Figure 1. Cells colored by class (run 1).
Scale bar: 20 um.
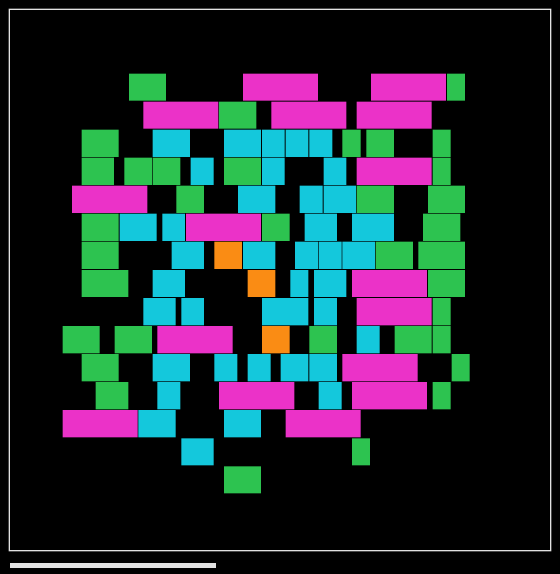
Figure 2. Clock nets (run 1).
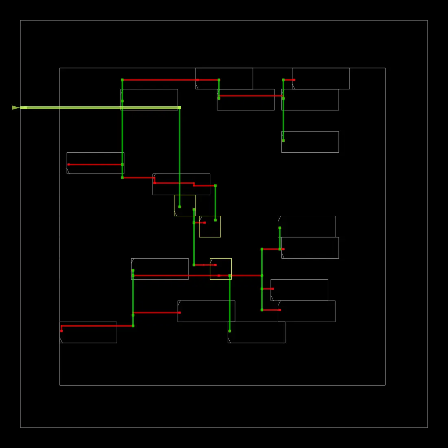
Figure 3. Metal layers overlaid (run 1).
Two of the layers only.
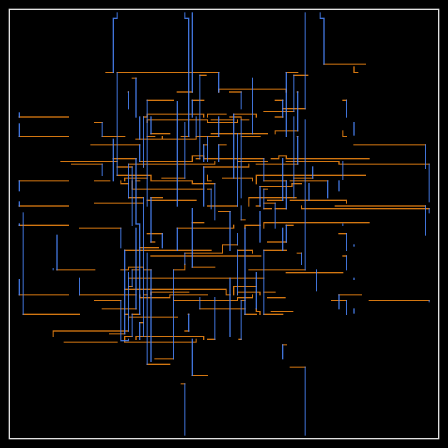
==> config.mk <==
export PLATFORM = sky130hd
export DESIGN_NAME = bt_radio
export DESIGN_NICKNAME = d
export VERILOG_FILES = /design/src/rtl/bt_radio_pkg.sv /design/src/rtl/bt_radio_lfsr.sv /design/src/rtl/bt_radio.sv
export SDC_FILE = /design/constraint.sdc
export NUM_CORES = 1
export LEC_CHECK = 0
export CORE_MARGIN = 5
export CORE_UTILIZATION = 35
export CTS_BUF_LIST = sky130_fd_sc_hd__clkbuf_4 sky130_fd_sc_hd__clkbuf_8
export CTS_CLUSTER_DIAMETER = 120
export DETAILED_ROUTE_END_ITERATION = 7
export PLACE_DENSITY_LB_ADDON = 0.3
export REMOVE_ABC_BUFFERS = 1
export SYNTH_ARGS = -nofsm -noshare
export SYNTH_HDL_FRONTEND = slang
export SYNTH_SLANG_ARGS = --single-unit
==> constraint.sdc <==
create_clock -name clk_6M -period 1.3 [get_ports clk_6M]
set_clock_uncertainty 0.15 [all_clocks]
set_input_delay 0.325 -clock clk_6M [delete_from_list [all_inputs] [get_ports clk_6M]]
set_output_delay 0.325 -clock clk_6M [all_outputs]
set_load 0.02 [all_outputs]
==> src/rtl/bt_radio_pkg.sv <==
// Shared constants for the bt_radio RF front-end model: channel widths, idle channel code,
// noise LFSR taps and default seed.
package bt_radio_pkg;

  localparam int FK_W_DEF   = 7;
  localparam int NUM_CH_DEF = 79;

  localparam logic [FK_W_DEF-1:0] FK_IDLE = 7'h7F;

  localparam int LFSR_W      = 15;
  localparam int LFSR_TAP_HI = 14;
  localparam int LFSR_TAP_LO = 13;

  localparam logic [LFSR_W-1:0] LFSR_SEED_DEF = 15'h7FFF;

endpackage

==> src/rtl/bt_radio_lfsr.sv <==
// 15-bit Fibonacci noise generator (x^15+x^14+1); advances every cycle outside reset.
// Instantiated by bt_radio only when BT_RADIO_NOISE_EN is defined.
module bt_radio_lfsr
  import bt_radio_pkg::*;
#(
  parameter logic [LFSR_W-1:0] SEED = LFSR_SEED_DEF
) (
  input  logic clk_6M,
  input  logic rstz,
  output logic noise_bit
);

  logic [LFSR_W-1:0] lfsr;

  always_ff @(posedge clk_6M) begin
    if (rstz) begin
      lfsr <= SEED;
    end else begin
      lfsr <= {lfsr[LFSR_W-2:0], lfsr[LFSR_TAP_HI] ^ lfsr[LFSR_TAP_LO]};
    end
  end

  assign noise_bit = lfsr[LFSR_TAP_HI];

endmodule

==> src/rtl/bt_radio.sv <==
// Bluetooth RF front-end model: synthesizer channel register, registered TX forwarding and
// channel-gated RX delivery. BT_RADIO_NOISE_EN fills mismatched RX slots with LFSR noise.
module bt_radio
  import bt_radio_pkg::*;
#(
  parameter int                FK_W      = FK_W_DEF,
  parameter int                NUM_CH    = NUM_CH_DEF,
  parameter logic [LFSR_W-1:0] LFSR_SEED = LFSR_SEED_DEF
) (
  input  logic            clk_6M,
  input  logic            rstz,
  input  logic            txbitin,
  input  logic            rxbitin,
  input  logic            txen,
  input  logic            rxen,
  input  logic [FK_W-1:0] lc_fk,
  input  logic [FK_W-1:0] rxfk,
  input  logic            loadfreq_p,
  output logic            txbitout,
  output logic            rxbitout,
  output logic [FK_W-1:0] txfk
);

  localparam logic [FK_W-1:0] IDLE_FK   = {FK_W{1'b1}};
  localparam logic [FK_W-1:0] NUM_CH_FK = FK_W'(NUM_CH);

  logic [FK_W-1:0] cur_fk;
  logic            cur_valid;
  logic            noise_bit;
  logic            rx_next;

`ifdef BT_RADIO_NOISE_EN
  bt_radio_lfsr #(.SEED(LFSR_SEED)) u_lfsr (
    .clk_6M    (clk_6M),
    .rstz      (rstz),
    .noise_bit (noise_bit)
  );
`else
  logic unused_seed;
  assign unused_seed = ^LFSR_SEED;
  assign noise_bit   = 1'b0;
`endif

  assign cur_valid = (cur_fk < NUM_CH_FK);

  // Half-duplex: an active TX window blanks the receiver.
  always_comb begin
    rx_next = 1'b0;
    if (rxen && !txen) begin
      if (cur_valid && (rxfk == cur_fk)) rx_next = rxbitin;
      else                               rx_next = noise_bit;
    end
  end

  // Output equations use cur_fk as it stood before any same-edge retune.
  always_ff @(posedge clk_6M) begin
    if (rstz) begin
      cur_fk   <= IDLE_FK;
      txbitout <= 1'b0;
      rxbitout <= 1'b0;
      txfk     <= IDLE_FK;
    end else begin
      if (loadfreq_p) cur_fk <= lc_fk;
      txbitout <= txen & txbitin;
      rxbitout <= rx_next;
      txfk     <= (txen && cur_valid) ? cur_fk : IDLE_FK;
    end
  end

endmodule

==> impl_metrics.csv, run 1 <==
group,metric,value,unit
timing,worst_slack,0.0314,ns
pwr,p_leak,0.395,nW
logic_synthesis,synthAdderAreaFrac,0,%
pwr,pwr-share-clk,26.2,%
finish,comb-cell-share,31.0,%
cts,cts.sinks,16,
finish,reg.largest.list,"cur_fk x7, txfk x7",
finish,clkCellAreaFrac,2.33,%
placement,dp.final_hpwl,1.06,mm
finish,fillCellCount,169,
pwr,top_power_group,"registers",
critical_path,r2r_slack,0.06,ns
timing,rsz0062_at_grt,"no",
timing,hold_violations,0,
finish,nMultiInputCombCells,38,
hold_path,hp-class,"in2reg",
cts,cts-root-buf,"clkbuf_4",
finish,nClkBuffers,3,
pwr,total_power,0.000933,W
die,rows,15,
global_routing,grt_pass1_vias,522,
pwr,p_int,0.000723,W
pwr,p_comb_share,17.2,%
finish,buffers,35,
timing,maxSlewHeadroom,81.8,%
cts,post_cts_buffers,1,
job,cap_violations,0,
finish,num_antenna_cells,0,
logic_synthesis,top_cell,"dfxtp_1",
critical_path,path_class,"in2reg",
die,die_area,0.00274,sq mm
hold_path,whs_path_depth,4,
cts,cts_max_path_buffers,2,
critical_path,cp_top_family,"simple AND/OR/NAND/NOR gates",
placement,pre_cts_ws,-0.362,ns
logic_synthesis,ys_seq_share,51.0,%
pwr,p_seq,0.000528,W
logic_synthesis,ys_chip_area,628,sq um
critical_path,end_kind,"flip-flop",
finish,flops,16,
global_routing,grt_use_met2,14.3,%
global_routing,grt.busiest_layer,"met1",
timing,post-route-min-period,1.27,ns
finish,seqCellArea,320,sq um
timing,slew_viol_final,0,
die,nWellTaps,25,
finish,nonClkBufAreaFrac,30.3,%
finish,largest_class,"sequential cells",
route,met1_length,662,um
critical_path,cp-endpoint,"rxbitout",
global_routing,grtUsageMet3,2.85,%
die,die_w,52.4,um
critical_path,critPathLaunch,"rxfk[0]",
logic_synthesis,synth-simple-area-share,23.5,%
route,viasPerCell,4.49,
logic_synthesis,top_cells_by_area,"dfxtp_1 51%, a211o_2 11%, xor2_1 9.8%",
critical_path,worstSetupStartpointType,"primary input",
status,status,"complete, no violations",
cts,cts_tree,"built",
pwr,pg_clk,0.000245,W
pwr,p_switching,0.000211,W
About Figure 1:
legend:
  cyan:
    class: remaining logic cells
    cells: 38
  green:
    class: remaining buffers and delay cells
    cells: 35
  orange:
    class: clock-net drivers
    cells: 3
  magenta:
    class: sequential cells
    cells: 16
core outline area: 0.00171 sq mm
sequential fraction of total cell area: 33.2%
design area: 966 sq um

About Figure 2:
TritonCTS Buffers: 3
clk latency late pin: 0.27 ns

About Figure 3:
legend:
  blue:
    layer: M2
    wire_length: 558 um
  orange:
    layer: M1
    wire_length: 662 um
Total GRT Usage: 10.7%
WL final: 1.35 mm
WL/cell: 11.5 um
vias: 525

Figure 4. Signal metal coverage by tile (run 1).
10 x 10 tiles, from dark purple (low) to yellow (high), scaled to the fullest tile. Values are wire area over tile area, all layers added.
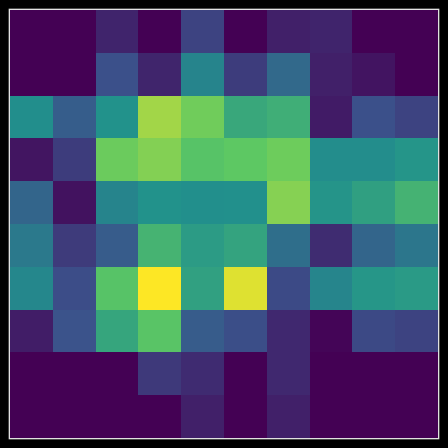

==> run 2: changes to the inputs <==
Settings changed: HOLD_SLACK_MARGIN set to 0.08, REMOVE_ABC_BUFFERS 1 to not set, SLEW_MARGIN set to 20.
Figure 5. Signal metal coverage by tile (run 2).
10 x 10 tiles, from dark purple (low) to yellow (high), scaled to the fullest tile. Values are wire area over tile area, all layers added.
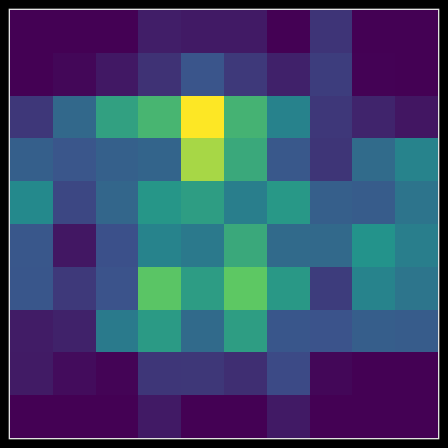
densest ninth of the die: middle
mean over tiles: 0.082
fullest tile: 0.32
nearly empty tiles: 22%
WL final: 1.37 mm
WL/cell: 11.7 um
Total GRT Usage: 10.8%
vias: 512

Figure 6. Cells colored by class (run 2).
Scale bar: 20 um.
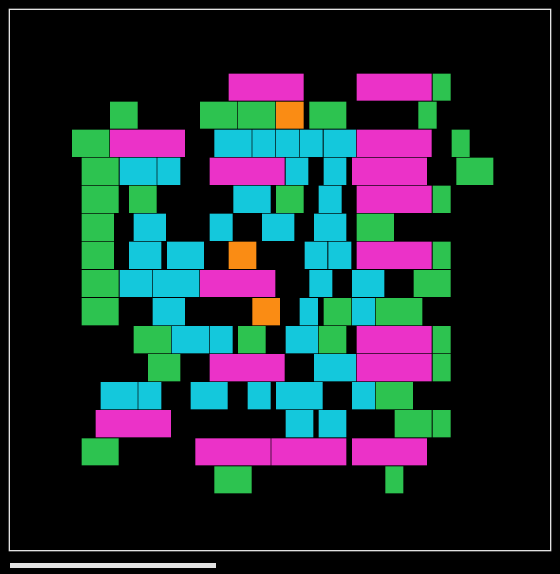
legend:
  cyan:
    class: remaining logic cells
    cells: 38
  orange:
    class: clock-net drivers
    cells: 3
  magenta:
    class: sequential cells
    cells: 16
  green:
    class: remaining buffers and delay cells
    cells: 35
final core utilization: 56.7%
sequential fraction of total cell area: 33.1%
design area: 968 sq um

==> impl_metrics.csv, run 2 <==
group,metric,value,unit
timing,slew_viol_final,0,
die,nWellTaps,25,
finish,fillCellCount,148,
finish,comb-cell-share,31.5,%
critical_path,cp-endpoint,"cur_fk[6]",
route,met1_length,637,um
pwr,p_leak,0.388,nW
die,rows,15,
pwr,pwr-share-clk,25.8,%
critical_path,critPathLaunch,"loadfreq_p",
logic_synthesis,synthAdderAreaFrac,0,%
cts,cts_max_path_buffers,2,
pwr,top_power_group,"registers",
critical_path,r2r_slack,0.08,ns
critical_path,worstSetupStartpointType,"primary input",
cts,cts_tree,"built",
logic_synthesis,top_cells_by_area,"dfxtp_1 51%, a211o_2 11%, xor2_1 9.8%",
cts,clk_latency,0.27,ns
finish,seqCellArea,320,sq um
pwr,total_power,0.000931,W
cts,post_cts_buffers,0,
global_routing,grt_pass1_vias,518,
global_routing,grt_use_met2,15.9,%
die,die_area,0.00274,sq mm
placement,dp.final_hpwl,1.08,mm
finish,flops,16,
timing,rsz0062_at_grt,"no",
logic_synthesis,top_cell,"dfxtp_1",
finish,nMultiInputCombCells,38,
logic_synthesis,synth-simple-area-share,23.5,%
finish,num_antenna_cells,0,
status,status,"complete, no violations",
timing,hold_violations,0,
finish,buffers,35,
finish,nClkBuffers,3,
cts,cts-root-buf,"clkbuf_4",
pwr,p_comb_share,17.5,%
cts,cts_buffers,3,
pwr,p_switching,0.000208,W
die,die_w,52.4,um
cts,cts.sinks,16,
timing,post-route-min-period,1.25,ns
hold_path,hp-class,"in2reg",
Figure 7. Clock nets (run 2).
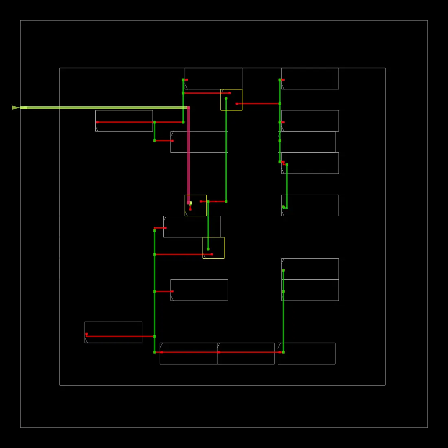

==> run 3: changes to the inputs <==
Settings changed: SKIP_CTS_REPAIR_TIMING set to 1.
Figure 8. Clock nets (run 3).
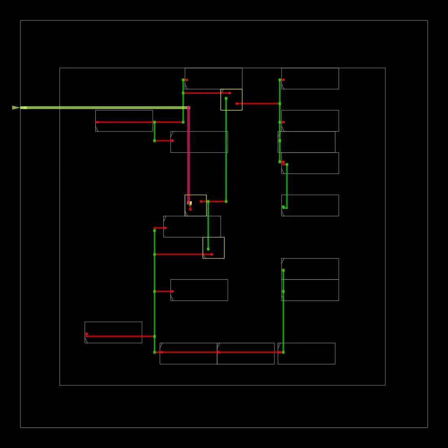
P_clk: 0.000240 W
# clk buffers: 3
registers: 16
clk sinks: 16

==> impl_metrics.csv, run 3 <==
group,metric,value,unit
global_routing,grt_use_met2,15.9,%
finish,seqCellArea,320,sq um
timing,hold_violations,0,
finish,num_antenna_cells,0,
pwr,p_switching,0.000208,W
pwr,top_power_group,"registers",
cts,cts_buffers,3,
finish,seq-cell-share,32.4,%
global_routing,grt_usage,10.8,%
die,nWellTaps,25,
placement,dp.final_hpwl,1.08,mm
die,die_w,52.4,um
die,die_area,0.00274,sq mm
finish,buffers,35,
global_routing,grt_pass1_vias,523,
critical_path,cp-endpoint,"txbitout",
critical_path,path_depth,1,
cts,cts-root-buf,"clkbuf_4",
route,met1_length,627,um
timing,rsz0062_at_grt,"no",
logic_synthesis,top_cells_by_area,"dfxtp_1 51%, a211o_2 11%, xor2_1 9.8%",
logic_synthesis,synthTopLogicFamily,"simple AND/OR/NAND/NOR gates",
logic_synthesis,synth-simple-area-share,23.5,%
pwr,p_comb_share,17.8,%
critical_path,r2r_slack,0.08,ns
timing,slew_viol_final,0,
pwr,pwr-share-clk,25.7,%
finish,fillCellCount,147,
route,vias,512,
route,totalWireLength,1.37,mm
timing,hold_slack,0.315,ns
logic_synthesis,synthAdderAreaFrac,0,%
finish,nMultiInputCombCells,38,
critical_path,critPathMaxFanout,1,
finish,comb-cell-share,30.9,%
hold_path,hp-class,"in2reg",
critical_path,cp_slowest_stage_delay,0.31,ns
cts,cts_tree,"built",
status,status,"complete, no violations",
critical_path,critPathLaunch,"txbitout",
finish,clkCellAreaFrac,2.28,%
cts,clk_latency,0.27,ns
critical_path,worstSetupStartpointType,"flip-flop",
logic_synthesis,top_cell,"dfxtp_1",
Figure 9. Cells colored by class (run 3).
Scale bar: 20 um.
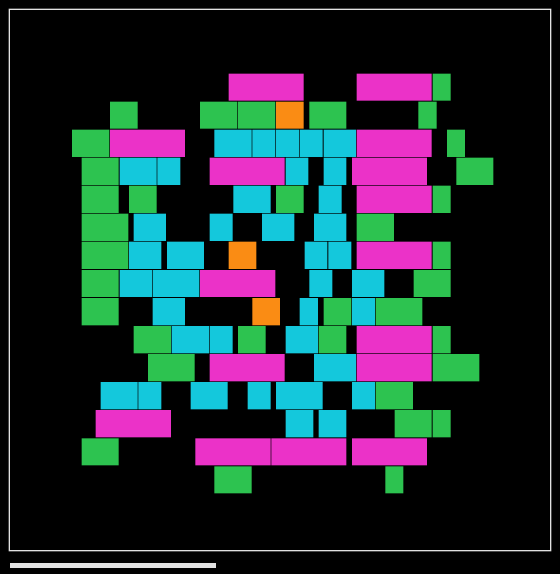
legend:
  cyan:
    class: remaining logic cells
    cells: 38
  orange:
    class: clock-net drivers
    cells: 3
  green:
    class: remaining buffers and delay cells
    cells: 35
  magenta:
    class: sequential cells
    cells: 16
final core utilization: 57.8%
num rows: 15
design area: 987 sq um

Power is estimated from default activity; no workload was simulated.
